[src/rtl/cpu_bus_arbiter_if.sv]
// Requester and DUT register-port signals shared by cpu_bus_arbiter.
// The master modport is the environment; the slave modport is the arbiter.
interface cpu_bus_arbiter_if #(
   parameter int unsigned NUM_REQ = 4,
   parameter int unsigned ADDR_W  = 8,
   parameter int unsigned DATA_W  = 8
);
   logic [NUM_REQ-1:0]        req_valid;
   logic [NUM_REQ-1:0]        req_rw;
   logic [NUM_REQ*ADDR_W-1:0] req_addr;
   logic [NUM_REQ*DATA_W-1:0] req_wdata;
   logic [NUM_REQ-1:0]        req_ack;
   logic [NUM_REQ-1:0]        rd_valid;
   logic [DATA_W-1:0]         rd_data;
   logic [ADDR_W-1:0]         bus_addr;
   logic                      bus_rw;
   logic [DATA_W-1:0]         bus_dout;
   logic [DATA_W-1:0]         bus_din;
   logic                      busy;

   modport master (
      output req_valid, req_rw, req_addr, req_wdata, bus_din,
      input  req_ack, rd_valid, rd_data, bus_addr, bus_rw, bus_dout, busy
   );

   modport slave (
      input  req_valid, req_rw, req_addr, req_wdata, bus_din,
      output req_ack, rd_valid, rd_data, bus_addr, bus_rw, bus_dout, busy
   );
endinterface

[src/rtl/cpu_bus_arbiter.sv]
// Round-robin arbiter serializing single-outstanding register transactions from
// NUM_REQ requesters onto one DUT CPU register port.
module cpu_bus_arbiter #(
   parameter int unsigned NUM_REQ = 4,
   parameter int unsigned ADDR_W  = 8,
   parameter int unsigned DATA_W  = 8,
   parameter int unsigned RD_LAT  = 1
) (
   input logic               clk,
   input logic               rst,
   cpu_bus_arbiter_if.slave  bus
);
   localparam int unsigned IDX_W = $clog2(NUM_REQ);
   localparam int unsigned CNT_W = 3;

   typedef enum logic [1:0] {StIdle, StIssue, StWait} state_e;

   state_e             state_q, state_d;
   logic [IDX_W-1:0]   ptr_q, ptr_d;
   logic [IDX_W-1:0]   gnt_q, gnt_d;
   logic               rw_q, rw_d;
   logic [ADDR_W-1:0]  addr_q, addr_d;
   logic [DATA_W-1:0]  wdata_q, wdata_d;
   logic [CNT_W-1:0]   cnt_q, cnt_d;
   logic [DATA_W-1:0]  rd_data_q, rd_data_d;
   logic [NUM_REQ-1:0] rd_valid_q, rd_valid_d;

   logic               found;
   logic [IDX_W-1:0]   pick;
   int unsigned        idx;

   // First requesting index at or after the pointer, wrapping.
   always_comb begin
      found = 1'b0;
      pick  = '0;
      idx   = 0;
      for (int unsigned i = 0; i < NUM_REQ; i++) begin
         idx = 32'(ptr_q) + i;
         if (idx >= NUM_REQ) idx = idx - NUM_REQ;
         if (!found && bus.req_valid[idx[IDX_W-1:0]]) begin
            found = 1'b1;
            pick  = idx[IDX_W-1:0];
         end
      end
   end

   always_comb begin
      state_d    = state_q;
      ptr_d      = ptr_q;
      gnt_d      = gnt_q;
      rw_d       = rw_q;
      addr_d     = addr_q;
      wdata_d    = wdata_q;
      cnt_d      = cnt_q;
      rd_data_d  = rd_data_q;
      rd_valid_d = '0;
      unique case (state_q)
         StIdle: begin
            if (found) begin
               gnt_d   = pick;
               rw_d    = bus.req_rw[pick];
               addr_d  = bus.req_addr[32'(pick)*ADDR_W +: ADDR_W];
               wdata_d = bus.req_wdata[32'(pick)*DATA_W +: DATA_W];
               state_d = StIssue;
            end
         end
         StIssue: begin
            ptr_d = (gnt_q == IDX_W'(NUM_REQ - 1)) ? '0 : gnt_q + 1'b1;
            if (rw_q) begin
               state_d = StIdle;
            end else begin
               state_d = StWait;
               cnt_d   = CNT_W'(RD_LAT);
            end
         end
         StWait: begin
            if (cnt_q == CNT_W'(1)) begin
               rd_data_d         = bus.bus_din;
               rd_valid_d[gnt_q] = 1'b1;
               cnt_d             = '0;
               state_d           = StIdle;
            end else begin
               cnt_d = cnt_q - 1'b1;
            end
         end
         default: state_d = StIdle;
      endcase
   end

   always_ff @(posedge clk) begin
      if (rst) begin
         state_q    <= StIdle;
         ptr_q      <= '0;
         gnt_q      <= '0;
         rw_q       <= 1'b0;
         addr_q     <= '0;
         wdata_q    <= '0;
         cnt_q      <= '0;
         rd_data_q  <= '0;
         rd_valid_q <= '0;
      end else begin
         state_q    <= state_d;
         ptr_q      <= ptr_d;
         gnt_q      <= gnt_d;
         rw_q       <= rw_d;
         addr_q     <= addr_d;
         wdata_q    <= wdata_d;
         cnt_q      <= cnt_d;
         rd_data_q  <= rd_data_d;
         rd_valid_q <= rd_valid_d;
      end
   end

   // Bus idles at 0/0/0 so an idle port looks like a harmless read of address 0.
   assign bus.req_ack  = (state_q == StIssue) ? (NUM_REQ'(1) << gnt_q) : '0;
   assign bus.bus_addr = (state_q != StIdle) ? addr_q : '0;
   assign bus.bus_rw   = (state_q == StIssue) && rw_q;
   assign bus.bus_dout = (state_q == StIssue) ? wdata_q : '0;
   assign bus.busy     = (state_q != StIdle);
   assign bus.rd_valid = rd_valid_q;
   assign bus.rd_data  = rd_data_q;

endmodule
[src/flat_wrapper.sv]
// flat-port wrapper written by rule: the top's interface ports become plain ports
module cpu_bus_arbiter_flat 
#(
   parameter int unsigned NUM_REQ = 4,
   parameter int unsigned ADDR_W  = 8,
   parameter int unsigned DATA_W  = 8,
   parameter int unsigned RD_LAT  = 1
)
  (clk, rst, bus_req_valid, bus_req_rw, bus_req_addr, bus_req_wdata, bus_bus_din, bus_req_ack, bus_rd_valid, bus_rd_data, bus_bus_addr, bus_bus_rw, bus_bus_dout, bus_busy);
  cpu_bus_arbiter_if #(.NUM_REQ(NUM_REQ), .ADDR_W(ADDR_W), .DATA_W(DATA_W)) bus_i ();
  input logic clk;
  input logic rst;
  input wire logic [$bits(bus_i.req_valid)-1:0] bus_req_valid;
  input wire logic [$bits(bus_i.req_rw)-1:0] bus_req_rw;
  input wire logic [$bits(bus_i.req_addr)-1:0] bus_req_addr;
  input wire logic [$bits(bus_i.req_wdata)-1:0] bus_req_wdata;
  input wire logic [$bits(bus_i.bus_din)-1:0] bus_bus_din;
  output wire logic [$bits(bus_i.req_ack)-1:0] bus_req_ack;
  output wire logic [$bits(bus_i.rd_valid)-1:0] bus_rd_valid;
  output wire logic [$bits(bus_i.rd_data)-1:0] bus_rd_data;
  output wire logic [$bits(bus_i.bus_addr)-1:0] bus_bus_addr;
  output wire logic [$bits(bus_i.bus_rw)-1:0] bus_bus_rw;
  output wire logic [$bits(bus_i.bus_dout)-1:0] bus_bus_dout;
  output wire logic [$bits(bus_i.busy)-1:0] bus_busy;
  assign bus_i.req_valid = bus_req_valid;
  assign bus_i.req_rw = bus_req_rw;
  assign bus_i.req_addr = bus_req_addr;
  assign bus_i.req_wdata = bus_req_wdata;
  assign bus_i.bus_din = bus_bus_din;
  assign bus_req_ack = bus_i.req_ack;
  assign bus_rd_valid = bus_i.rd_valid;
  assign bus_rd_data = bus_i.rd_data;
  assign bus_bus_addr = bus_i.bus_addr;
  assign bus_bus_rw = bus_i.bus_rw;
  assign bus_bus_dout = bus_i.bus_dout;
  assign bus_busy = bus_i.busy;
  cpu_bus_arbiter #(.NUM_REQ(NUM_REQ), .ADDR_W(ADDR_W), .DATA_W(DATA_W), .RD_LAT(RD_LAT)) u_core (.clk(clk), .rst(rst), .bus(bus_i));
endmodule
[config.mk]
export PLATFORM = sky130hd
export DESIGN_NAME = cpu_bus_arbiter_flat
export DESIGN_NICKNAME = d
export VERILOG_FILES = /design/src/rtl/cpu_bus_arbiter_if.sv /design/src/rtl/cpu_bus_arbiter.sv /design/src/flat_wrapper.sv
export SDC_FILE = /design/constraint.sdc
export NUM_CORES = 1
export LEC_CHECK = 0
export CAP_MARGIN = 10
export CORE_AREA = 5 5 86 88
export DETAILED_ROUTE_END_ITERATION = 8
export DIE_AREA = 0 0 91 93
export HOLD_SLACK_MARGIN = 0.15
export PLACE_DENSITY = 0.76
export RECOVER_POWER = 50
export SETUP_SLACK_MARGIN = 0.15
export SLEW_MARGIN = 0
export SYNTH_ARGS = -nofsm -noshare
export SYNTH_HDL_FRONTEND = slang
export SYNTH_SLANG_ARGS = --single-unit
[constraint.sdc]
create_clock -name clk -period 1.45 [get_ports clk]
set_input_delay 0.29 -clock clk [delete_from_list [all_inputs] [get_ports clk]]
set_output_delay 0.29 -clock clk [all_outputs]
set_load 0.1 [all_outputs]
Fig. 1: run 1, pin map
Pins as bars across the die edge, other pins in gray.
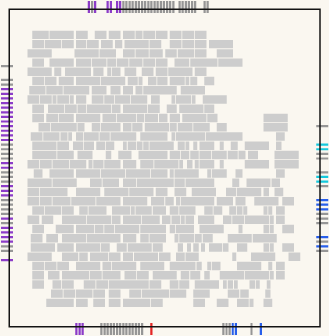
color	port	pins	direction	edge
red	`bus_bus_rw`	1	output	south
cyan	`bus_rd_valid`	4	output	east
blue	`bus_rd_data`	8	output	5 east, 3 south
purple	`bus_req_addr`	32	input	23 west, 6 north, 3 south

Fig. 2: run 1, sequential cells colored by netlist name
Other sequential cells in the stronger gray, the rest of the logic in the fainter gray.
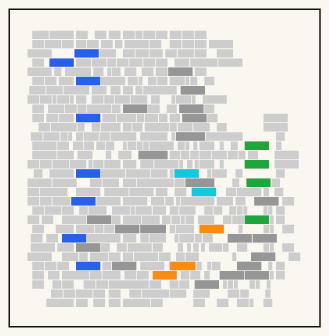
color	signal	flops
orange	`u_core.cnt_q`	3
cyan	`u_core.gnt_q`	2
blue	`u_core.addr_q`	8
green	`u_core.bus.rd_valid`	4
not colored	21

==> out/metrics.csv, run 1 <==
stage;metric;value;unit
worst_hold_path;WHS Endpoint;u_core.bus.rd_data[4];
detailed_routing;1st-pass router iterations;4;
cts;CTS buffer count;5;
logic_synthesis;# Cells Yosys;258;
setup_path;Worst Path Max Fanout;10;
power_and_ir_drop;largest power group;combinational cells;
outcome;failing checks;setup timing;
final_timing;setup violators final;40;
power_and_ir_drop;Lkg Pwr;1.84;nW
power_and_ir_drop;P_sw;1.80;mW
logic_synthesis;Async SR Flop Fraction;0;%
setup_path;top cell family by delay on the critical path;buffers and inverters;
cts;CTS tree;done;
layout;Storage cell area;774;um2
detailed_routing;Met3 Wirelength;618;um
grt;Total Routing Usage GR;20.3;%
grt;GRT busiest layer;met2;
outcome;status;finished, violations left;
grt;gr ovfl total;0;
logic_synthesis;flip-flops with a built-in enable;0;
setup_path;crit path to;bus_req_ack[2];
power_and_ir_drop;switching power share of the total;36.7;%
setup_path;CP endpoint kind;output port;
setup_path;Worst R2R Setup Slack;-160;ps
cts;Worst-path clk slew;80;ps
layout;clk tree area frac;2.86;%
final_timing;Slew HR;67.7;%
logic_synthesis;Yosys top cell by instances;dfxtp_1;
logic_synthesis;cell area after synthesis;2350;um2
setup_path;worst path bufs/invs;3;
final_timing;Worst Slack Setup Final;-213;ps
power_and_ir_drop;seq pwr;1.28;mW
final_timing;unrepaired setup endpoints after global routing;true;
grt;global routing usage on met1;23.4;%
layout;NonClk Buf Share;38.8;%
floorplan;Core Util at FP;35.7;%
final_timing;Max Clk Rate;601;MHz
final_timing;worst slew pin tran;488;ps
logic_synthesis;top cells by instance count after synthesis;dfxtp_1, mux2i_1, nand2_1, and2_1, a21oi_1;
floorplan;Tapcell Cnt;80;
power_and_ir_drop;final total power;4.92;mW
placed_design;Cells after DPL;465;
detailed_routing;Met1 Wirelength;3650;um
layout;flop share of the area;16.1;%
power_and_ir_drop;Power Combinational;2.53;mW
cts;deepest clock path buffer count;2;
layout;combinational share of cell area;39.4;%
job;max-cap violation count;0;
power_and_ir_drop;power density over the cells;1020;nW/um2
Fig. 3: run 1, metal layers overlaid
Only two layers are drawn.
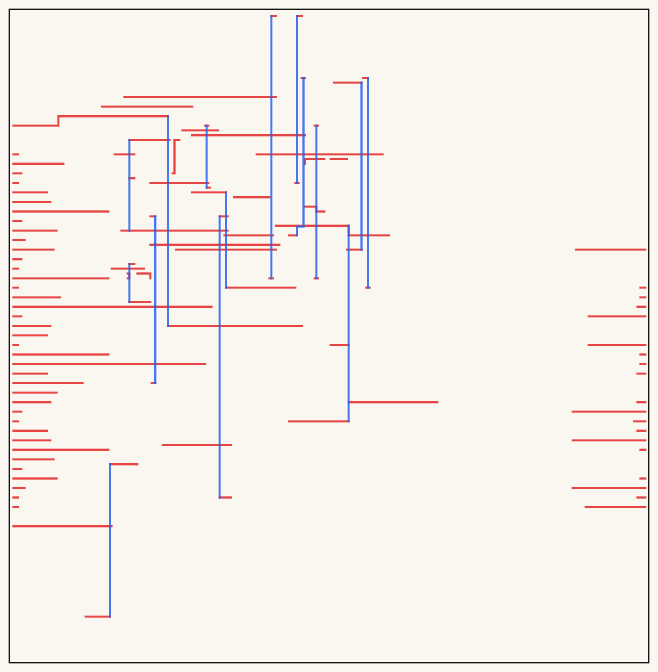
color	layer	wire length
red	met3	619 um
blue	met4	344 um

Fig. 4: run 1, the metal 3 layer
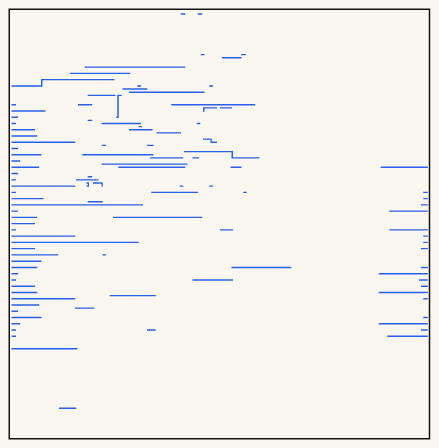
wire length on this layer	619 um
main direction	horizontal
share of all routed wire	6.6%
nets with wire on the layer	89
longest straight run	28.3 um

==> run 1: what timing repair did <==
item	in CTS	in global routing
endpoints found under the setup margin	55	54
resized	67	32
pin swaps	15	7
hold endpoints to repair	0	0
cloned	3	2
setup buffers	6	2
==> run 1: layout by cell type (no fill, tap or decap), types with 10 or more instances in the layout <==
cell	count
mux2i_1	12
o211ai_2	10
a211o_1	10
dfxtp_1	33
nand4_1	10
nor2b_4	10
and2_4	13
clkdlybuf4s50_1	77
buf_12	31
clkbuf_4	11
a21oi_1	10
nand2_1	26
buf_4	18
==> run 1: cells by family after synthesis <==
group           share of synthesized area, %
compound gates                          21.9
buf+inv                                 6.03
fa+ha+maj                               3.20
flops                                   32.4
mux                                     12.4
simple gates                            24.1
Fig. 5: run 1, routing congestion map
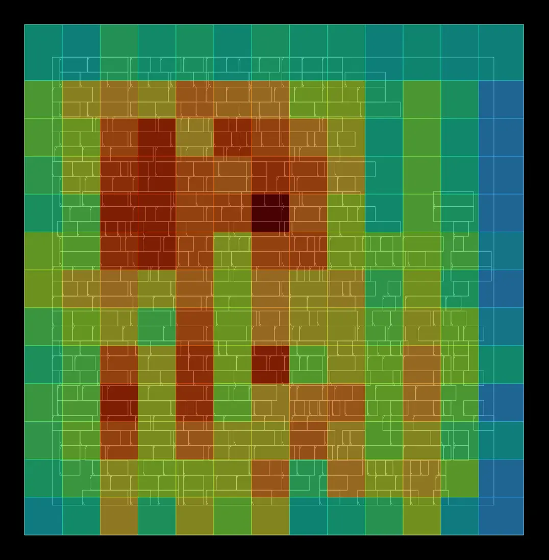

==> run 2: changes to the inputs <==
--- a/config.mk
+++ b/config.mk
@@ -10,7 +10,7 @@
 export DETAILED_ROUTE_END_ITERATION = 8
 export DIE_AREA = 0 0 91 93
 export HOLD_SLACK_MARGIN = 0.15
-export PLACE_DENSITY = 0.76
+export PLACE_DENSITY_LB_ADDON = 0.15
 export RECOVER_POWER = 50
 export SETUP_SLACK_MARGIN = 0.15
 export SLEW_MARGIN = 0
Fig. 6: run 2, routing congestion map
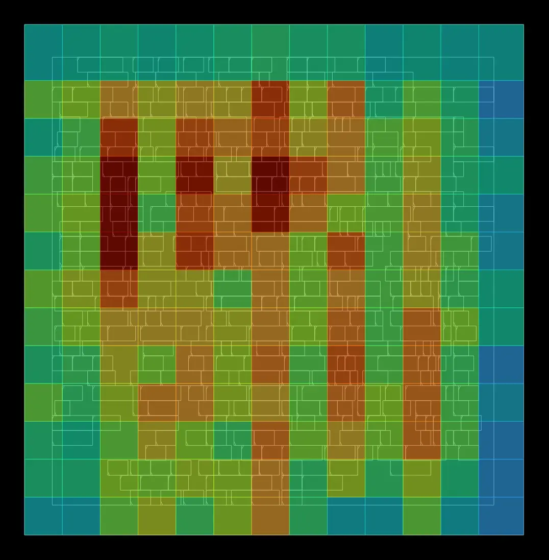
GRT busiest layer: met2
met2 Use GR: 33.2%
global routing usage on met1: 22.4%
utilization after layout: 71.4%
Total Routing Usage GR: 18.7%

Fig. 7: run 2, pin map
Pins as bars across the die edge, other pins in gray.
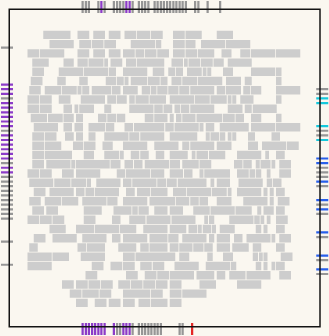
color	port	pins	direction	edge
purple	`bus_req_addr`	32	input	17 west, 12 south, 3 north
red	`bus_bus_rw`	1	output	south
blue	`bus_rd_data`	8	output	east
cyan	`bus_rd_valid`	4	output	east
all pins by edge	33 west, 32 north, 26 south, 25 east

==> run 2 against run 1 <==
The run still ends with setup timing left. First-iteration DRC count up 45%. Critical path type unchanged. Clock skew increased by 3.5 ps. Clock power shrank 29%. Critical path depth unchanged. Worst hold slack got worse by 1.2 ps. Final cell count is 1.4% higher. Highest routed layer unchanged. Combinational power about the same. Sequential share of layout area up 0.40 points. Synthesized cell count unchanged. Power fell by 7.5%. Core utilization is 2.0 points lower.
==> out/metrics.csv, run 2 <==
stage;metric;value;unit
final_timing;Slew HR;67.1;%
power_and_ir_drop;switching power share of the total;38.2;%
power_and_ir_drop;P_sw;1.74;mW
layout;clk tree area frac;2.03;%
detailed_routing;1st-pass router iterations;5;
logic_synthesis;ao+oa area frac;21.9;%
floorplan;height of the chip;93;um
layout;final instance area;4690;um2
layout;flop share of the area;16.5;%
floorplan;I/O Pins;116;
layout;FILL cells;442;
placed_design;Cells after DPL;465;
detailed_routing;post-DR vias/cell;5.24;
logic_synthesis;area share of the largest cell type after synthesis;32.4;%
power_and_ir_drop;power density over the cells;971;nW/um2
layout;NonClk Buf Share;40.1;%
power_and_ir_drop;final total power;4.55;mW
floorplan;Tapcell Cnt;80;
logic_synthesis;Top non-seq family;simple AND/OR/NAND/NOR gates;
layout;MI comb area;1800;um2
logic_synthesis;Mux area share;12.4;%
detailed_routing;Met3 Wirelength;581;um
setup_path;crit path to;bus_bus_dout[1];
grt;met3 GRT Util;5.07;%
setup_path;Worst Path Max Fanout;11;
power_and_ir_drop;Lkg Pwr;1.85;nW
setup_path;worst path bufs/invs;3;
layout;layout cell share with drive strength beyond 1;44.6;%
logic_synthesis;flip-flops with a built-in enable;0;
cts;Clock Latency Late Sink;300;ps
layout;combinational share of cell area;38.4;%
logic_synthesis;leading area contributor after synthesis;dfxtp_1;
power_and_ir_drop;largest power group;combinational cells;
logic_synthesis;Yosys top cell by instances;dfxtp_1;
logic_synthesis;cell area after synthesis;2350;um2
logic_synthesis;top cells by instance count after synthesis;dfxtp_1, mux2i_1, nand2_1, and2_1, a21oi_1;
logic_synthesis;XOR/XNOR share of the synthesized area;0;%
layout;nonclk buf count;164;
power_and_ir_drop;Comb power frac;54.8;%
logic_synthesis;Simple-Gate Fraction of Synth Area;24.1;%
layout;dominant logic cell type in the layout;clkdlybuf4s50_1;
final_timing;unrepaired setup endpoints after global routing;true;
logic_synthesis;Adder-Cell Fraction of Synth Area;3.20;%
cts;CTS tree;done;
job;max-cap violation count;0;
grt;initial antenna violation count;0;
final_timing;Fin Hold WS;456;ps
power_and_ir_drop;seq pwr;1.27;mW
setup_path;crit-path cells;buf_6 -> nor2b_4 -> buf_12 -> and2_4 -> buf_12;
setup_path;CP endpoint kind;output port;
grt;number of global-route vias before repair;2651;
setup_path;Worst path slowest cell;dfxtp_2;
cts;CTS buffer count;5;
power_and_ir_drop;Power Combinational;2.50;mW
setup_path;top cell family by delay on the critical path;buffers and inverters;
final_timing;setup violators final;39;
layout;most frequent cells in the layout;clkdlybuf4s50_1, dfxtp_1, buf_4, buf_12, nand2_1;
final_timing;Worst Slack Setup Final;-212;ps
placed_design;Placement Setup Slack;-665;ps
logic_synthesis;# Cells Yosys;258;
outcome;status;finished, violations left;
setup_path;r2r endpoint;u_core.wdata_q[6];
layout;Flops;38;
setup_path;Crit. Startpoint;u_core.state_q[1];
setup_path;crit-path most repeated cell;buf_12;
setup_path;Worst R2R Setup Slack;-160;ps
worst_hold_path;Hold WC Path Type;reg2reg;
placed_design;gpl congestion;0.844;
logic_synthesis;Async SR Flop Fraction;0;%
floorplan;Core Util at FP;35.7;%
logic_synthesis;Synth flops;38;
layout;Storage cell area;772;um2
logic_synthesis;ys flop type;dfxtp_1;
setup_path;critical path type;reg2out;
logic_synthesis;synth unique cells;44;
cts;Worst-path clk slew;80;ps
layout;Biggest Area Class;buffers;
outcome;failing checks;setup timing;
grt;gr ovfl total;0;
placed_design;post-detail-place hpwl;5930;um
detailed_routing;First DRT Iteration DRCs;181;
floorplan;site row count;30;
final_timing;fin. max-slew vios;0;
detailed_routing;Met1 Wirelength;3540;um
detailed_routing;max layer used;met4;
cts;deepest clock path buffer count;2;
placed_design;port bufs;115;
final_timing;Max Clk Rate;602;MHz
final_timing;worst slew pin tran;497;ps
[run 2: how the worst min path moves through the flow]
stage	start	end	slack (ps)	depth (start not counted)
floorplan	bus_bus_din[0]	u_core.bus.rd_data[0]	430	2
global placement	u_core.addr_q[3]	u_core.addr_q[3]	460	2
detailed placement	u_core.addr_q[2]	u_core.addr_q[2]	460	2
global route	u_core.bus.rd_data[3]	u_core.bus.rd_data[3]	480	2
finish	u_core.bus.rd_data[7]	u_core.bus.rd_data[7]	460	2
CTS	u_core.addr_q[2]	u_core.addr_q[2]	490	2
[run 2: timing repair]
| item | CTS | global route |
|---|---|---|
| gates resized | 62 | 23 |
| gates cloned | 2 | 3 |
| pin swaps | 13 | 9 |
| setup buffers | 6 | 9 |
| setup endpoints to repair | 55 | 55 |
Power is estimated from default activity; no workload was simulated.
